`src/rtl/ms_stopwatch.sv`:
```
// Millisecond stopwatch: counts 1 ms ticks under start/stop/clear control and
// presents the count both as binary and as four BCD digits (s.mmm).
module ms_stopwatch #(
  parameter int unsigned MAX_MS = 9999
) (
  input  logic        clk,
  input  logic        reset_n,
  input  logic        tick_1ms,
  input  logic        start_stop,
  input  logic        clear,
  output logic        running,
  output logic        overflow,
  output logic [13:0] elapsed_ms,
  output logic [3:0]  sec_ones,
  output logic [3:0]  ms_hund,
  output logic [3:0]  ms_tens,
  output logic [3:0]  ms_ones
);

  typedef enum logic [1:0] {
    S_IDLE,
    S_RUNNING,
    S_STOPPED,
    S_OVERFLOW
  } state_t;

  localparam logic [13:0] MAX_VAL = 14'(MAX_MS);

  state_t      r_state;
  logic [13:0] r_elapsed;
  logic [3:0]  r_digit [4];
  logic        r_running;
  logic        r_overflow;

  logic [3:0]  w_digit_inc [4];
  logic [3:0]  w_carry;
  logic        w_at_max;

  assign w_carry[0] = 1'b1;
  assign w_at_max   = (r_elapsed == MAX_VAL);

  // BCD ripple increment: digit 0 is ms_ones, digit 3 is sec_ones.
  generate
    for (genvar gi = 0; gi < 4; gi++) begin : g_bcd
      assign w_digit_inc[gi] = !w_carry[gi]          ? r_digit[gi] :
                               (r_digit[gi] == 4'd9) ? 4'd0 :
                                                       r_digit[gi] + 4'd1;
      if (gi < 3) begin : g_carry
        assign w_carry[gi+1] = w_carry[gi] && (r_digit[gi] == 4'd9);
      end
    end
  endgenerate

  always_ff @(posedge clk or negedge reset_n) begin
    if (!reset_n) begin
      r_state    <= S_IDLE;
      r_elapsed  <= '0;
      r_running  <= 1'b0;
      r_overflow <= 1'b0;
      for (int i = 0; i < 4; i++) r_digit[i] <= '0;
    end else if (clear) begin
      r_state    <= S_IDLE;
      r_elapsed  <= '0;
      r_running  <= 1'b0;
      r_overflow <= 1'b0;
      for (int i = 0; i < 4; i++) r_digit[i] <= '0;
    end else begin
      case (r_state)
        S_IDLE: begin
          if (start_stop) begin
            r_state   <= S_RUNNING;
            r_running <= 1'b1;
          end
        end
        S_RUNNING: begin
          // A tick at the ceiling beats a simultaneous start_stop.
          if (tick_1ms && w_at_max) begin
            r_state    <= S_OVERFLOW;
            r_running  <= 1'b0;
            r_overflow <= 1'b1;
          end else begin
            if (tick_1ms) begin
              r_elapsed <= r_elapsed + 14'd1;
              for (int i = 0; i < 4; i++) r_digit[i] <= w_digit_inc[i];
            end
            if (start_stop) begin
              r_state   <= S_STOPPED;
              r_running <= 1'b0;
            end
          end
        end
        S_STOPPED: begin
          if (start_stop) begin
            r_state   <= S_RUNNING;
            r_running <= 1'b1;
          end
        end
        S_OVERFLOW: begin
          r_state <= S_OVERFLOW;
        end
        default: begin
          r_state    <= S_IDLE;
          r_running  <= 1'b0;
          r_overflow <= 1'b0;
        end
      endcase
    end
  end

  assign running    = r_running;
  assign overflow   = r_overflow;
  assign elapsed_ms = r_elapsed;
  assign ms_ones    = r_digit[0];
  assign ms_tens    = r_digit[1];
  assign ms_hund    = r_digit[2];
  assign sec_ones   = r_digit[3];

endmodule

```
`config.mk`:
```
export PLATFORM = sky130hd
export DESIGN_NAME = ms_stopwatch
export DESIGN_NICKNAME = d
export VERILOG_FILES = /design/src/rtl/ms_stopwatch.sv
export SDC_FILE = /design/constraint.sdc
export NUM_CORES = 1
export LEC_CHECK = 0
export CORE_UTILIZATION = 40
export CTS_CLUSTER_SIZE = 24
export DETAILED_ROUTE_END_ITERATION = 8
export GPL_ROUTABILITY_DRIVEN = 1
export REMOVE_ABC_BUFFERS = 1
export SYNTH_ARGS = -nofsm -noshare
export SYNTH_HDL_FRONTEND = slang
export SYNTH_SLANG_ARGS = --single-unit
export TNS_END_PERCENT = 20
```
`constraint.sdc`:
```
create_clock -name clk -period 2.7 [get_ports clk]
set_input_delay 0.27 -clock clk [delete_from_list [all_inputs] [get_ports clk]]
set_output_delay 0.27 -clock clk [all_outputs]
set_load 0.01 [all_outputs]
```
==> images/metal_stack.png <==
The bar under the picture is 20 um long.
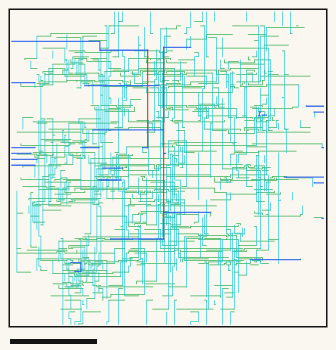
legend:
  green:
    layer: met1
    wire_length: 2330 um
  red:
    layer: met4
    wire_length: 66.6 um
  blue:
    layer: met3
    wire_length: 174 um
  cyan:
    layer: met2
    wire_length: 2160 um
Wirelength per Cell: 15.1 um
overall global routing resource usage: 0.193
detailed-route wire length: 4730 um

==> images/registers.png <==
The bar under the picture is 20 um long. Other sequential cells in the stronger gray, the rest of the logic in the fainter gray.
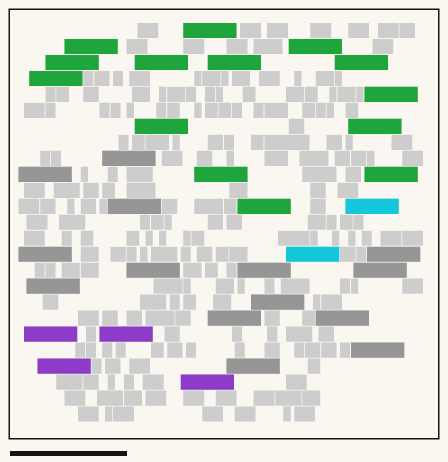
legend:
  cyan:
    name_in_the_netlist: r_state
    sequential_cells: 2
  green:
    name_in_the_netlist: elapsed_ms
    sequential_cells: 14
  purple:
    name_in_the_netlist: ms_hund
    sequential_cells: 4
    where: south-west

==> qor.log <==
qor: floorplanning.rows 25
qor: global_route.grt_overflow_total 0
qor: yosys.adder_share 0.0561
qor: worst_setup_path.cp-start-kind flop
qor: final_timing.grt_setup_unrepaired no
qor: floorplanning.core-area 4790 um^2
qor: yosys.synth.distinct_cells 44
qor: placement.placement.io_buffers 36
qor: global_route.grt_pass1_wl 7710 um
qor: worst_setup_path.r2r.worst_path.cells 6
qor: power_and_ir_drop.cell_internal_pwr 0.746 mW
qor: clock_network.clkSlewWorstSetupHoldPaths 70 ps
qor: final_timing.maxSlewHeadroom 0.702
qor: worst_setup_path.crit_path_category flop to flop
qor: clock_network.post_cts.resized_instances 0
qor: final_layout.layout_top_cell_excl_fill_tap sky130_fd_sc_hd__clkdlybuf4s50_1
qor: clock_network.postCtsSetupBuffers 0
qor: final_layout.total_inserted_antenna_cells 0
qor: placement.pre_cts_slack 557 ps
qor: final_timing.report.final.slew_viol_count 0
qor: final_layout.fin_cells 314
qor: worst_setup_path.path_max_fanout 9
qor: power_and_ir_drop.comb_power_share 0.069
qor: power_and_ir_drop.power.density_cell_area 393 nW/um^2
qor: final_timing.worst_pin_slew 446 ps
qor: floorplanning.fp_util 0.420
qor: floorplanning.chip_area 5310 um^2
qor: floorplanning.floorplan.die.width 72.9 um
qor: clock_network.cts_sinks 34
qor: final_layout.areaGrowthSynthToFinish 25.5%
qor: run_status.status finished clean
qor: power_and_ir_drop.p_leak 0.975 nW
qor: final_timing.setup_viol 0
qor: yosys.post_synth_ao_oa_area_fraction 0.155
qor: detailed_routing.dr.first_iter.drc_count 56
qor: power_and_ir_drop.power.ir.vdd_worst 0.224 mV
qor: yosys.top_cell_area_share 0.424
power groups by stage:
stage / clock network [mW] / logic (mW) / registers (mW)
floorplan: 0 / 0.0213 / 0.531
global route: 0.430 / 0.0761 / 0.521
CTS: 0.413 / 0.0690 / 0.520
global placement: 0 / 0.0684 / 0.530
finish: 0.402 / 0.0679 / 0.520
detailed placement: 0 / 0.0689 / 0.530
cell usage after synthesis (all sizes together), types with 3 or more instances:
master	n
a21oi	20
and3b	5
buf	7
clkbuf	4
dfrtp	34
ha	9
inv	10
nand2	8
nand3	11
nand3b	3
nand4	8
nor2	14
nor2b	3
nor3	4
nor4	4
o21a	3
o21ai	9
o311ai	3
o31ai	8
o41ai	3
or4	13
xnor2	5
critical path, cell delays in order, from the launching register on:
cell and delay (ps):
sky130_fd_sc_hd__dfrtp_1 420, sky130_fd_sc_hd__inv_1 70, sky130_fd_sc_hd__ha_1 150, sky130_fd_sc_hd__and3b_1 360
sky130_fd_sc_hd__nand3_1 280, sky130_fd_sc_hd__or4b_2 660, sky130_fd_sc_hd__a21oi_1 160
through the flow:
step                      power, mW   util  instance area [um^2]  hold WS, ps
after floorplan               0.552      -                  1940        -25.6
after global routing           1.03  0.527                  2520          436
after global placement        0.599  0.508                  2430          486
after detailed placement      0.599  0.508                  2430          493
final                         0.990  0.527                  2520          382
after CTS                      1.00  0.527                  2520          400
worst paths after layout:
kind | startpoint | to
max reg2reg | ms_ones[1] | ms_hund[2]
min in group clk | overflow | overflow
max | ms_ones[1] | ms_hund[2]
max in group asynchronous | reset_n | ms_ones[3]
min | reset_n | r_state[1]
min reg2reg | overflow | overflow
cells by family (layout without fill, tap and decap cells):
logic type                 after synthesis  after routing
buffers and inverters                   21             60
AOI/OAI and AO/OA                       49             49
xor gates and xnor gates                 6              6
DFF                                     34             34
and+or+nand+nor                         87             87
muxes                                    2              2
adders and majority gates                9              9
flip-flops by register name, indices dropped and copies added, names as in the netlist:
| signal | count |
|---|---|
| elapsed_ms | 14 |
| ms_hund | 4 |
| ms_ones | 4 |
| ms_tens | 4 |
| overflow | 1 |
| r_state | 2 |
| running | 1 |
| sec_ones | 4 |
metal layers:
layer | global-route usage | up-vias | share of wire | wire length (um)
li1 | - | 855 | - | -
met1 | 0.264 | 830 | 0.49 | 2330
met2 | 0.295 | 33 | 0.46 | 2160
met3 | 0.0456 | 7 | 0.037 | 173
met4 | 0.0741 | 0 | 0.014 | 66
met5 | 0 | - | 0 | 0
cell type report:
cell class	count	area (um^2)
Clock buffer	7	86.3
Clock inverter	1	5.00
Fill cell	458	2260
Inverter	10	37.5
Multi-Input combinational cell	153	1050
Sequential cell	34	851
Tap cell	67	83.8
Timing Repair Buffer	42	405
Power figures rest on the tool's default switching activity, not on a simulated workload.
